Fig. 1: supply network
Bar = 20 um. Pins as bars on the die edge.
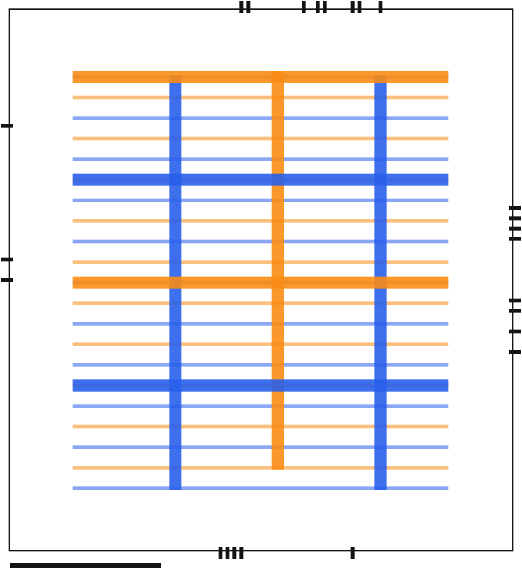
Fig. 2: placed cells, one colour a class
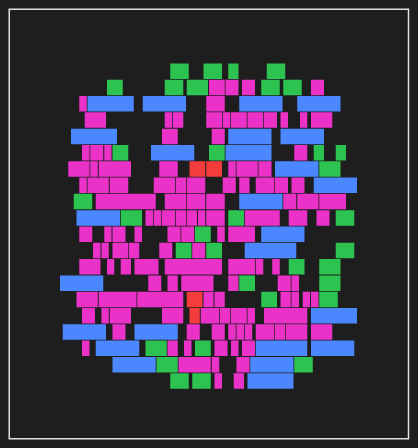
Fig. 3: clock distribution
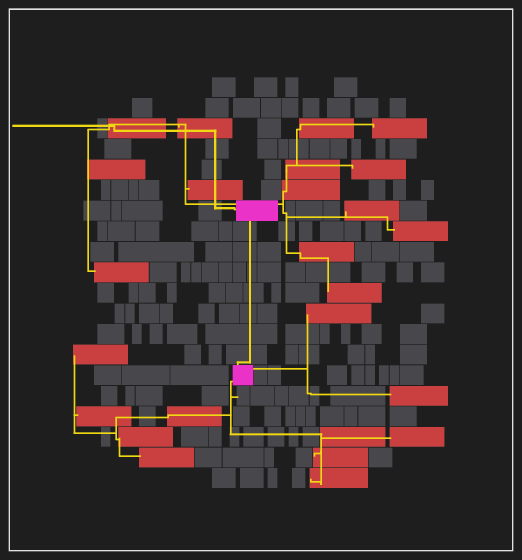
## src/rtl/fft2d_pass_ctrl_if.sv

```systemverilog
// Handshake/strobe bundle between the 2-D FFT pass sequencer and its
// surroundings (input selecter, 1-D FFT core, output selecter, downstream).
//   master : the sequencer side (drives in_ready, fft_start, sel_feedback,
//            rt_load, out_load, out_valid; samples in_valid, fft_done, out_ready)
//   slave  : the environment side (the reverse directions)
interface fft2d_pass_ctrl_if;
  logic in_valid;
  logic in_ready;
  logic fft_start;
  logic fft_done;
  logic sel_feedback;
  logic rt_load;
  logic out_load;
  logic out_valid;
  logic out_ready;

  modport master (
    input  in_valid, fft_done, out_ready,
    output in_ready, fft_start, sel_feedback, rt_load, out_load, out_valid
  );

  modport slave (
    output in_valid, fft_done, out_ready,
    input  in_ready, fft_start, sel_feedback, rt_load, out_load, out_valid
  );
endinterface

```

## src/rtl/fft2d_pass_ctrl.sv

```systemverilog
// Sequencer for the 4x4 2-D FFT. One frame is a row pass on the external input
// followed by a column pass on the transposed feedback data; the finished frame
// is then offered downstream with a valid/ready handshake.
// Ports:
//   clk          system clock, rising edge
//   reset_n      synchronous reset, active-low
//   bus          handshake/strobe bundle (master side), see fft2d_pass_ctrl_if
//   abort        synchronous abort back to IDLE from any busy state
//   clr_err      leaves ERR and clears err_timeout
//   busy         high in every state except IDLE
//   pass_idx     0 = row pass, 1 = column pass
//   err_timeout  sticky FFT-core timeout flag
//   frame_cnt    completed frames, wraps modulo 2^FRAME_W
module fft2d_pass_ctrl #(
  parameter int unsigned TIMEOUT_CYC = 64,
  parameter int unsigned FRAME_W     = 8
) (
  input  logic                 clk,
  input  logic                 reset_n,
  fft2d_pass_ctrl_if.master    bus,
  input  logic                 abort,
  input  logic                 clr_err,
  output logic                 busy,
  output logic                 pass_idx,
  output logic                 err_timeout,
  output logic [FRAME_W-1:0]   frame_cnt
);

  localparam int unsigned CW = (TIMEOUT_CYC > 2) ? $clog2(TIMEOUT_CYC) : 1;
  localparam logic [CW-1:0] CNT_LAST = CW'(TIMEOUT_CYC - 1);

  typedef enum logic [2:0] {
    S_IDLE,
    S_ROW_RUN,
    S_ROW_WAIT,
    S_ROW_CAPT,
    S_COL_RUN,
    S_COL_WAIT,
    S_OUT_HOLD,
    S_ERR
  } state_t;

  state_t        state;
  logic [CW-1:0] wait_cnt;

  // All outputs are registered and updated on the edge that enters the state
  // they belong to. out_load is issued on the edge that sees the column-pass
  // fft_done (mirroring rt_load after the row pass); out_valid rises one cycle
  // later, once out_* actually holds the frame, and the downstream handshake is
  // only honoured while out_valid is high.
  always_ff @(posedge clk) begin
    if (!reset_n) begin
      state            <= S_IDLE;
      wait_cnt         <= '0;
      frame_cnt        <= '0;
      bus.in_ready     <= 1'b1;
      bus.fft_start    <= 1'b0;
      bus.sel_feedback <= 1'b0;
      bus.rt_load      <= 1'b0;
      bus.out_load     <= 1'b0;
      bus.out_valid    <= 1'b0;
      busy             <= 1'b0;
      pass_idx         <= 1'b0;
      err_timeout      <= 1'b0;
    end else begin
      bus.fft_start <= 1'b0;
      bus.rt_load   <= 1'b0;
      bus.out_load  <= 1'b0;

      if (abort && state != S_IDLE) begin
        state            <= S_IDLE;
        bus.in_ready     <= 1'b1;
        bus.sel_feedback <= 1'b0;
        bus.out_valid    <= 1'b0;
        busy             <= 1'b0;
        pass_idx         <= 1'b0;
        err_timeout      <= 1'b0;
      end else begin
        case (state)
          S_IDLE: begin
            if (bus.in_valid && !abort) begin
              state            <= S_ROW_RUN;
              bus.in_ready     <= 1'b0;
              busy             <= 1'b1;
              bus.fft_start    <= 1'b1;
              bus.sel_feedback <= 1'b0;
              pass_idx         <= 1'b0;
            end
          end

          S_ROW_RUN: begin
            state    <= S_ROW_WAIT;
            wait_cnt <= '0;
          end

          S_ROW_WAIT: begin
            if (bus.fft_done) begin
              state       <= S_ROW_CAPT;
              bus.rt_load <= 1'b1;
            end else if (wait_cnt == CNT_LAST) begin
              state       <= S_ERR;
              err_timeout <= 1'b1;
            end else begin
              wait_cnt <= wait_cnt + CW'(1);
            end
          end

          S_ROW_CAPT: begin
            state            <= S_COL_RUN;
            bus.fft_start    <= 1'b1;
            bus.sel_feedback <= 1'b1;
            pass_idx         <= 1'b1;
          end

          S_COL_RUN: begin
            state    <= S_COL_WAIT;
            wait_cnt <= '0;
          end

          S_COL_WAIT: begin
            if (bus.fft_done) begin
              state            <= S_OUT_HOLD;
              bus.out_load     <= 1'b1;
              bus.sel_feedback <= 1'b0;
              pass_idx         <= 1'b0;
            end else if (wait_cnt == CNT_LAST) begin
              state            <= S_ERR;
              err_timeout      <= 1'b1;
              bus.sel_feedback <= 1'b0;
              pass_idx         <= 1'b0;
            end else begin
              wait_cnt <= wait_cnt + CW'(1);
            end
          end

          S_OUT_HOLD: begin
            if (bus.out_valid && bus.out_ready) begin
              state         <= S_IDLE;
              bus.out_valid <= 1'b0;
              bus.in_ready  <= 1'b1;
              busy          <= 1'b0;
              frame_cnt     <= frame_cnt + FRAME_W'(1);
            end else begin
              bus.out_valid <= 1'b1;
            end
          end

          S_ERR: begin
            if (clr_err) begin
              state        <= S_IDLE;
              err_timeout  <= 1'b0;
              bus.in_ready <= 1'b1;
              busy         <= 1'b0;
            end
          end

          default: begin
            state        <= S_IDLE;
            bus.in_ready <= 1'b1;
            busy         <= 1'b0;
          end
        endcase
      end
    end
  end

endmodule
```

## src/flat_wrapper.sv

```systemverilog
// flat-port wrapper written by rule: the top's interface ports become plain ports
module fft2d_pass_ctrl_flat 
#(
  parameter int unsigned TIMEOUT_CYC = 64,
  parameter int unsigned FRAME_W     = 8
)
  (clk, reset_n, abort, clr_err, busy, pass_idx, err_timeout, frame_cnt, bus_in_valid, bus_fft_done, bus_out_ready, bus_in_ready, bus_fft_start, bus_sel_feedback, bus_rt_load, bus_out_load, bus_out_valid);
  fft2d_pass_ctrl_if bus_i ();
  input  logic clk;
  input  logic reset_n;
  input  logic abort;
  input  logic clr_err;
  output logic busy;
  output logic pass_idx;
  output logic err_timeout;
  output logic [FRAME_W-1:0] frame_cnt;
  input wire logic [$bits(bus_i.in_valid)-1:0] bus_in_valid;
  input wire logic [$bits(bus_i.fft_done)-1:0] bus_fft_done;
  input wire logic [$bits(bus_i.out_ready)-1:0] bus_out_ready;
  output wire logic [$bits(bus_i.in_ready)-1:0] bus_in_ready;
  output wire logic [$bits(bus_i.fft_start)-1:0] bus_fft_start;
  output wire logic [$bits(bus_i.sel_feedback)-1:0] bus_sel_feedback;
  output wire logic [$bits(bus_i.rt_load)-1:0] bus_rt_load;
  output wire logic [$bits(bus_i.out_load)-1:0] bus_out_load;
  output wire logic [$bits(bus_i.out_valid)-1:0] bus_out_valid;
  assign bus_i.in_valid = bus_in_valid;
  assign bus_i.fft_done = bus_fft_done;
  assign bus_i.out_ready = bus_out_ready;
  assign bus_in_ready = bus_i.in_ready;
  assign bus_fft_start = bus_i.fft_start;
  assign bus_sel_feedback = bus_i.sel_feedback;
  assign bus_rt_load = bus_i.rt_load;
  assign bus_out_load = bus_i.out_load;
  assign bus_out_valid = bus_i.out_valid;
  fft2d_pass_ctrl #(.TIMEOUT_CYC(TIMEOUT_CYC), .FRAME_W(FRAME_W)) u_core (.clk(clk), .reset_n(reset_n), .bus(bus_i), .abort(abort), .clr_err(clr_err), .busy(busy), .pass_idx(pass_idx), .err_timeout(err_timeout), .frame_cnt(frame_cnt));
endmodule
```

## config.mk

```make
export PLATFORM = sky130hd
export DESIGN_NAME = fft2d_pass_ctrl_flat
export DESIGN_NICKNAME = d
export VERILOG_FILES = /design/src/rtl/fft2d_pass_ctrl_if.sv /design/src/rtl/fft2d_pass_ctrl.sv /design/src/flat_wrapper.sv
export SDC_FILE = /design/constraint.sdc
export NUM_CORES = 1
export LEC_CHECK = 0
export CAP_MARGIN = 20
export CORE_ASPECT_RATIO = 1.1
export CORE_MARGIN = 8
export CORE_UTILIZATION = 52
export DETAILED_ROUTE_END_ITERATION = 8
export PLACE_DENSITY = 0.78
export SETUP_SLACK_MARGIN = 0.4
export SKIP_LAST_GASP = 1
export SYNTH_ARGS = -nofsm -noshare
export SYNTH_HDL_FRONTEND = slang
export SYNTH_SLANG_ARGS = --single-unit
```

## constraint.sdc

```tcl
create_clock -name clk -period 1.9 [get_ports clk]
set_input_delay 0.38 -clock clk [delete_from_list [all_inputs] [get_ports clk]]
set_output_delay 0.38 -clock clk [all_outputs]
set_load 0.02 [all_outputs]
```

==> flow_metrics.tcl <==
# metrics dict for downstream scripts
set metrics [dict create \
    gp_congestion 0.802 \
    yosysTopAreaCellShare_pct 34.5 \
    worst_pin_slew_ns 0.379 \
    fp_nets 168 \
    fp_util_pct 53.7 \
    hp-class "reg -> reg" \
    yosys.area_share.aoi_pct 19.6 \
    status "finished clean" \
    logic_area_um2 875 \
    routedWlPerCell_um 13.9 \
    synth.avg_cell_area_um2 9.13 \
    crit_type "reg -> reg" \
    cpPeakStageDelay_ns 0.45 \
    layout.cells.non_filler 221 \
    slowest_stage "dfxtp_2" \
    grt_max_degree 17 \
    busiest_layer "met2" \
    cp.arrival_ns 1.75 \
    antenna_found_initial 0 \
    yosys_warnings 0 \
    cts-buffers-inserted 3 \
    r2r_start "u_core.state[1]" \
    power_density_nw_per_um2 840 \
    min_period_ns 1.49 \
    synthCells 159 \
    netlist_area_um2 1450 \
    r2r_cells 4 \
    relSlewSlack_pct 74.7 \
    crit_path_max_fanout 16 \
    synth.distinct_cells 49 \
    mux_share_pct 6.90 \
    nets 198 \
    synthToLayoutAreaGrowth_pct 21.9 \
    critPathCaptureType "flip-flop" \
    hpwl_um 2360 \
    logic_family "simple AND/OR/NAND/NOR gates" \
    drive_above_1_share_pct 25.0 \
    yosysSeqAreaShare_pct 34.5 \
    clk_path_buf_depth 2 \
    gr-usage-all-layers_pct 13.7 \
    cts_tree "built" \
    ys_area_um2 1450 \
    wirelength_um 3080 \
    vias 1217 \
    cap_viol_max_count 0 \
    drt-initial-drc-count 48 \
    use_met2_pct 24.3 \
    min_to "u_core.bus.in_ready" \
    die_w_um 66.4 \
    synth-xor-area-share_pct 3.02 \
    grt_pass1_wl_um 5470 \
    r2r_setup_slack_ns 0.41 \
    hold_start "u_core.bus.in_ready" \
    setup_tns_ns 0 \
    ys_ff 25 \
    final_max_slew_viol_count 0 \
    fa_ha_area_share_pct 1.72 \
    grt_use_met3_pct 2.81 \
    grt_remaining_overflow 0 \
    ios 24 \
    grt_setup_unrepaired "true" \
    gr-usage-met1_pct 15.7 \
    dp.cells 213 \
    timing.final.crit_share_pct 78.5 \
    yosys_cells 159 \
    startpoint_type "flip-flop" \
    top_cells_by_area "dfxtp_1 (34%), mux2i_1 (6.9%), nand2_1 (5.9%), nand2b_1 (4.3%), buf_6 (3.1%)" \
    fillCellCount 236 \
    via_per_inst 5.51 \
    dieArea_um2 4740 \
    fmax_mhz 671 \
    placed_area_um2 1710 \
    crit_path_cell_trace "o21ba_2 -> o211ai_4 -> a2111oi_4 -> mux2i_1" \
    simple_gate_share_pct 27.4 \
    regArea_um2 514 \
    cp_top_family "AND-OR/OR-AND gates" \
]
-- Fig. 1 (at the start) --
Blue shows VSS. Orange shows VDD.
24 signal pins sit on the boundary. 3 straps on met4. 21 met1 rails follow the rows. 4 straps on met5. The core has 20 rows.
total core area: 2700 um2
Die H: 71.4 um
maximum VDD drop: 536 uV

-- Fig. 2 (at the start) --
Green shows remaining buffers and delay cells, cells 34, share of their area 16%. Blue shows sequential cells, cells 25, share of their area 30%. Magenta shows combinational and other logic, cells 125, share of their area 52%. Red shows clock drivers and dummy loads, cells 4, share of their area 1.6%.
final design utilization: 65.5%
Final Instance Area: 1770 um2

-- Fig. 3 (at the start) --
Yellow shows clock wires, length 297 um. Magenta shows clock drivers, count 3. Red shows flip-flops, count 25.
There are 4 routed clock nets.

## synthesized netlist by cell type (all sizes together)
cell and instances:
dfxtp 25, and2 4, buf 7, nor3 4
nor4 2, nand3b 1, o2111ai 1, or3 2
a21oi 5, o31ai 2, o221ai 1, and3b 2
nand3 4, xnor2 3, o21a 1, a211oi 2
nand2 23, mux2i 10, o21ai 8, or2 1
o21ba 1, o31a 1, and4 1, ha 2
nor2b 1, a31oi 4, inv 8, a2111oi 2
xor2 2, and3 1, o211ai 4, nand4 5
nor2 6, clkbuf 2, a31o 1, nand2b 10
## placed cells by master (no fill, tap or decap), types with 2 or more instances in the layout
cell type and instances:
nand2_1 22, dfxtp_1 18, dlygate4sd2_1 13, buf_4 11, nand2b_1 10, mux2i_1 10
inv_1 6, o21ai_0 6, nor2_1 5, dfxtp_2 5, nand4_1 4, a31oi_1 4
a21oi_1 4, and2_1 4, clkdlybuf4s50_1 4, nand3_1 3, xnor2_1 3, o211ai_1 3
clkbuf_4 3, clkdlybuf4s15_1 3, clkbuf_2 3, inv_2 2, xor2_1 2, nor3_1 2
or3_1 2, nor4_1 2, o31ai_1 2, dfxtp_4 2
## tightest hold or removal path, cell delays in order, from the launching register on
cell     delay, ns
dfxtp_1       0.33
inv_1         0.04
o21ai_0       0.07
## power by group
part / internal (uW) / switching [uW]
Sequential: 579 / 71.3
Clock: 78.8 / 164
Combinational: 271 / 322
## worst max path at each step
stage	cells after the start	startpoint	to	slack, ns
final	4	u_core.state[1]	u_core.wait_cnt[3]	0.41
after global routing	4	u_core.state[1]	u_core.wait_cnt[3]	0.34
after detailed placement	5	bus_fft_done	u_core.wait_cnt[3]	-0.04
after CTS	1	u_core.bus.out_valid	bus_out_valid	0.37
after global placement	5	bus_fft_done	u_core.wait_cnt[3]	0.007
after floorplan	5	u_core.wait_cnt[0]	u_core.wait_cnt[3]	0.44
## timing repair
| item | CTS | global route |
|---|---|---|
| gates cloned | 0 | 0 |
| setup buffers | 4 | 0 |
| gates resized | 32 | 13 |
| endpoints found under the setup margin | 34 | 14 |
| pin swaps | 4 | 2 |
## layout make-up
type | instances | area share [%]
timing repair buffer | 34 | 15.9
sequential | 25 | 29.1
tap | 33 | 2.33
clock inverter | 1 | 0.283
inverter | 8 | 1.70
clock buffer | 3 | 1.27
multi-input combinational | 117 | 49.4
## through the flow
stage	total power [uW]	hold slack [ns]	worst slack, ns	utilization, %
after floorplan	1110	0.452	0.443	-
after global placement	1190	0.456	0.00710	63.1
after detailed placement	1210	0.462	-0.0368	63.1
after CTS	1490	0.489	0.366	65.6
after global routing	1580	0.533	0.339	65.5
final	1490	0.479	0.409	65.5
## state kept, by name, indices dropped and copies added (netlist names)
signal / flops
u_core.bus.out_valid: 1
u_core.frame_cnt: 8
u_core.busy: 1
u_core.bus.in_ready: 1
u_core.bus.out_load: 1
u_core.pass_idx: 1
u_core.bus.rt_load: 1
u_core.wait_cnt: 6
u_core.err_timeout: 1
u_core.bus.fft_start: 1
u_core.state: 3
## routing by layer
layer  vias up  wire (um)
met5         -          0
met4         0         29
met3         4        156
met2        23       1560
met1       567       1330
li1        623          -
Power and IR drop assume default switching activity.
